[src/rtl/calc_alu.sv]
// rtl/calc_alu.sv - opcode-selected add/sub/mul/div engine for the UART calculator datapath
//
// Parameters:
//   WIDTH      operand width in bits (4..32); calc_res is 2*WIDTH bits
// Ports:
//   clk        system clock, rising edge
//   rst        synchronous active-high reset, aborts any running operation
//   start_alu  opcode: 0 idle, 1 add, 2 sub, 3 mul, 4 div, 5..15 illegal
//   src1       operand A (unsigned)
//   src2       operand B (unsigned)
//   busy       high while an operation is in progress (EXEC and FINISH)
//   calc_done  one-cycle pulse when calc_res is updated
//   calc_res   result, held until the next completion
//   err        only with CALC_ALU_ERR_EN: illegal opcode or divide by zero,
//              updated on every calc_done
// Optional feature macro: CALC_ALU_ERR_EN
module calc_alu #(
    parameter int WIDTH = 16
) (
    input  logic                 clk,
    input  logic                 rst,
    input  logic [3:0]           start_alu,
    input  logic [WIDTH-1:0]     src1,
    input  logic [WIDTH-1:0]     src2,
    output logic                 busy,
    output logic                 calc_done,
    output logic [2*WIDTH-1:0]   calc_res
`ifdef CALC_ALU_ERR_EN
    ,
    output logic                 err
`endif
);

    localparam int CW = (WIDTH > 1) ? $clog2(WIDTH) : 1;

    localparam logic [3:0] OP_ADD = 4'd1;
    localparam logic [3:0] OP_SUB = 4'd2;
    localparam logic [3:0] OP_MUL = 4'd3;
    localparam logic [3:0] OP_DIV = 4'd4;

    typedef enum logic [1:0] {
        S_IDLE,
        S_EXEC,
        S_FINISH
    } state_t;

    state_t               state;
    logic [3:0]           start_q;
    logic [3:0]           op;
    logic [WIDTH-1:0]     opa;
    logic [WIDTH-1:0]     opb;
    // Shared working register: mul keeps {partial product, multiplier},
    // div keeps {remainder, dividend/quotient}, add/sub hold the final value.
    logic [2*WIDTH-1:0]   acc;
    logic [CW-1:0]        cnt;

    logic                 start_evt;
    logic [WIDTH:0]       add_sum;
    logic [2*WIDTH-1:0]   sub_diff;
    logic [WIDTH:0]       mul_sum;
    logic [WIDTH:0]       div_trial;
    logic                 div_ge;
    logic [WIDTH-1:0]     div_diff;
    logic [WIDTH-1:0]     div_rem;

    // Edge-style start: a held level starts one op, a direct code change starts another.
    assign start_evt = (start_alu != 4'd0) && (start_alu != start_q);

    assign add_sum  = {1'b0, opa} + {1'b0, opb};
    // Zero-extended operands subtracted at full width give the sign-extended result.
    assign sub_diff = {{WIDTH{1'b0}}, opa} - {{WIDTH{1'b0}}, opb};

    // Shift-add step: add multiplicand to the upper half when the current
    // multiplier bit (acc[0]) is set, then shift the whole register right.
    assign mul_sum  = {1'b0, acc[2*WIDTH-1:WIDTH]} + (acc[0] ? {1'b0, opa} : {(WIDTH+1){1'b0}});

    // Restoring step: shift the next dividend bit into the remainder and
    // subtract the divisor if it fits. A zero divisor always "fits", which
    // naturally yields an all-ones quotient and remainder = dividend.
    assign div_trial = {acc[2*WIDTH-1:WIDTH], acc[WIDTH-1]};
    assign div_ge    = (div_trial >= {1'b0, opb});
    // When div_ge holds the true difference is below opb, so WIDTH bits suffice.
    assign div_diff  = div_trial[WIDTH-1:0] - opb;
    assign div_rem   = div_ge ? div_diff : div_trial[WIDTH-1:0];

`ifdef CALC_ALU_ERR_EN
    logic err_pend;
`endif

    always_ff @(posedge clk) begin
        if (rst) begin
            state     <= S_IDLE;
            busy      <= 1'b0;
            calc_done <= 1'b0;
            calc_res  <= '0;
            start_q   <= 4'd0;
            op        <= 4'd0;
            opa       <= '0;
            opb       <= '0;
            acc       <= '0;
            cnt       <= '0;
`ifdef CALC_ALU_ERR_EN
            err       <= 1'b0;
            err_pend  <= 1'b0;
`endif
        end else begin
            start_q   <= start_alu;
            calc_done <= 1'b0;
            case (state)
                S_IDLE: begin
                    if (start_evt) begin
                        op    <= start_alu;
                        opa   <= src1;
                        opb   <= src2;
                        cnt   <= '0;
                        busy  <= 1'b1;
                        state <= S_EXEC;
                        if (start_alu == OP_DIV)
                            acc <= {{WIDTH{1'b0}}, src1};
                        else if (start_alu == OP_MUL)
                            acc <= {{WIDTH{1'b0}}, src2};
                        else
                            acc <= '0;
`ifdef CALC_ALU_ERR_EN
                        err_pend <= (start_alu > OP_DIV) ||
                                    ((start_alu == OP_DIV) && (src2 == '0));
`endif
                    end
                end
                S_EXEC: begin
                    case (op)
                        OP_ADD: begin
                            acc   <= {{(WIDTH-1){1'b0}}, add_sum};
                            state <= S_FINISH;
                        end
                        OP_SUB: begin
                            acc   <= sub_diff;
                            state <= S_FINISH;
                        end
                        OP_MUL, OP_DIV: begin
                            if (op == OP_MUL)
                                acc <= {mul_sum, acc[WIDTH-1:1]};
                            else
                                acc <= {div_rem, acc[WIDTH-2:0], div_ge};
                            if (cnt == CW'(WIDTH - 1))
                                state <= S_FINISH;
                            else
                                cnt <= cnt + 1'b1;
                        end
                        default: begin
                            acc   <= '0;
                            state <= S_FINISH;
                        end
                    endcase
                end
                S_FINISH: begin
                    calc_res  <= acc;
                    calc_done <= 1'b1;
                    busy      <= 1'b0;
                    state     <= S_IDLE;
`ifdef CALC_ALU_ERR_EN
                    err       <= err_pend;
`endif
                end
                default: begin
                    busy  <= 1'b0;
                    state <= S_IDLE;
                end
            endcase
        end
    end

endmodule

[config.mk]
export PLATFORM = sky130hd
export DESIGN_NAME = calc_alu
export DESIGN_NICKNAME = d
export VERILOG_FILES = /design/src/rtl/calc_alu.sv
export SDC_FILE = /design/constraint.sdc
export NUM_CORES = 1
export LEC_CHECK = 0
export ABC_CLOCK_PERIOD_IN_PS = 3100
export CELL_PAD_IN_SITES_DETAIL_PLACEMENT = 1
export CELL_PAD_IN_SITES_GLOBAL_PLACEMENT = 1
export CORE_MARGIN = 4
export CORE_UTILIZATION = 45
export CTS_BUF_LIST = sky130_fd_sc_hd__clkbuf_8
export DETAILED_ROUTE_END_ITERATION = 10
export PLACE_DENSITY = 0.89
export SYNTH_ARGS = -nofsm -noshare
export SYNTH_HDL_FRONTEND = slang
export SYNTH_SLANG_ARGS = --single-unit
export TNS_END_PERCENT = 5
[constraint.sdc]
create_clock -name clk -period 3.1 [get_ports clk]
set_input_delay 0.93 -clock clk [delete_from_list [all_inputs] [get_ports clk]]
set_output_delay 0.93 -clock clk [all_outputs]
set_load 0.005 [all_outputs]
==> results.txt <==
Summary of the current implementation state.

- The run finished with clean final reports.
- The required time reported for the critical path endpoint is roughly 3.4 ns, for reference.
- The core region is 18200 um^2.
- Counting the buffers created by CTS gives 9.
- According to the dpl log, the detail-placed design has an HPWL of between 20 and 25 mm.
- The number of global-route vias before repair is 9199, for reference.
- The post-layout net count is between 1000 and 1500, for reference.
- The vertical die dimension is between 100 and 150 um, for reference.
- The leading cell type by number of instances after synthesis is sky130_fd_sc_hd__nand2_1, for reference.
- The combinational group power is roughly 0.0024 W, for reference.
- In this run the power density over the cells is slightly above 500 nW/um^2.
- The insertion delay to the later sink of the worst-skew pair is 0.41 ns, for reference.
- The number of warnings reported in the stage logs is roughly 42.
- Before placement the cells fill 46.5% of the core.
- The count of cells resized by post-cts repair is 0, for reference.
- The detailed router used layers up to and including met4.
- The share of the cycle needed by the critical path after routing is 96.1%, for reference.
- The placement stage leaves a total instance area of 9620 um^2.
- Per the final layout report, the fraction of cells sized above drive strength 1 comes to 8.09%.
- The yosys warning tally is 0, for reference.
- Of the total synthesized cell area, the portion taken by AND, OR, NAND and NOR gates is 23.0%.
- According to the timing report, the arrival time at the worst endpoint equals between 3 and 4 ns.
- Once placement completed, the tool counted placed cells totaling ~1400.
- According to the report, the first pass of detailed routing completed in 5 iterations.
- The filler-free cell count of the finished design is 1428, for reference.
- The clock sink count is between 100 and 150, for reference.
- The highest-utilization routing layer at the global route stage is met2, for reference.
- The post-synth register bit count is ~110.
- For this run, the chip area from Yosys synthesis comes to ~8500 um^2.
- The most area-hungry cell type in the Yosys netlist is sky130_fd_sc_hd__dfxtp_1, for reference.
- The synthesized netlist contains 83 unique library cells.
- The finished layout reports a core utilization of a little over half.
- The internal power contribution is between 0.002 and 0.003 W, for reference.
- In this run the cell area of the synthesized design comes to 8470 um^2.
- The number of antenna diodes in the final layout is 0.
- For reference, the top logic cell family by area is AND-OR/OR-AND gates.
- The net load switching power is ~0.0023 W, for reference.
- According to the floorplan report, the total die area is ~21000 um^2.
- CTS placed an instance of sky130_fd_sc_hd__clkbuf_8 at the clock tree root.
- In this run the most critical hold path is launched from calc_res[17]$_SDFFE_PP0P_.
- The post-placement setup slack is 0.0177 ns, for reference.
- The share of Yosys cell area claimed by the top area cell type is between 20% and 30%, for reference.
- Buffers added to address setup during post-CTS repair amount to 0.
- The script logs the mean routed wire length per placed instance as 22.1 um.
==> flip-flops by register name, indices dropped and copies added, names as in the netlist <==
| register | cells |
|---|---|
| busy | 1 |
| cnt | 4 |
| opa | 16 |
| acc | 32 |
| calc_done | 1 |
| start_q | 4 |
| calc_res | 32 |
| opb | 16 |
| state | 2 |
| op | 4 |
==> worst reg2reg max path, delay by kind of cell, from the launching register on <==
kind | cells | cell delay (ns)
AOI/OAI and AO/OA | 5 | 1.32
adders and majority gates | 1 | 0.40
buffers and inverters | 1 | 0.10
DFF | 1 | 0.38
and+or+nand+nor | 2 | 0.66
==> cell type report <==
type,count,area (um^2),area share (%)
clock inverters,7,76.3,0.777
clock buffers,9,124,1.26
repair buffers,120,1150,11.7
multi-input cells,899,5740,58.5
inverters,52,195,1.99
well taps,229,287,2.92
flip-flops and latches,112,2240,22.8
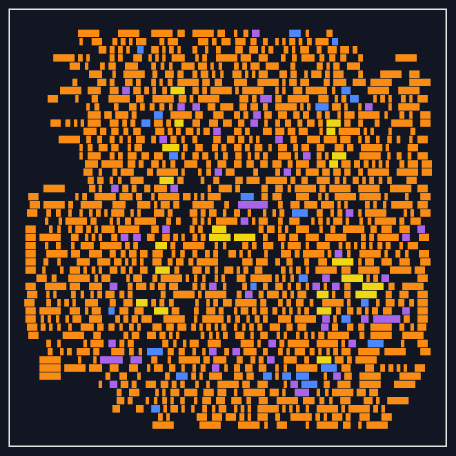
**Above:** cells by drive strength.
Drawn at 3 px/um.
_0 and _1 cells: shown in orange, cells 1102, share 92%. _6 and larger: shown in yellow, cells 22, share 1.8%. _3 and _4 cells: shown in purple, cells 50, share 4.2%. _2 cells: shown in blue, cells 25, share 2.1%.

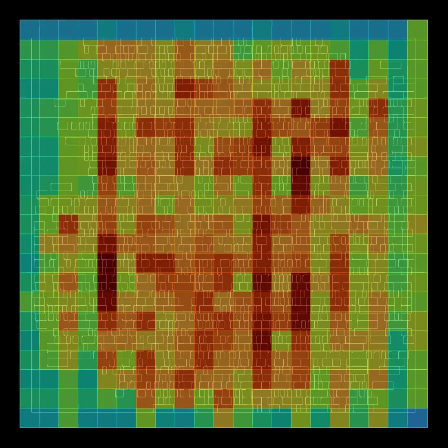
**Above:** routing congestion.
met2 GRT Util: 46.5%
global-route track usage on met1: 40.1%

No activity file was given, so power comes from the tool's default toggle rates.
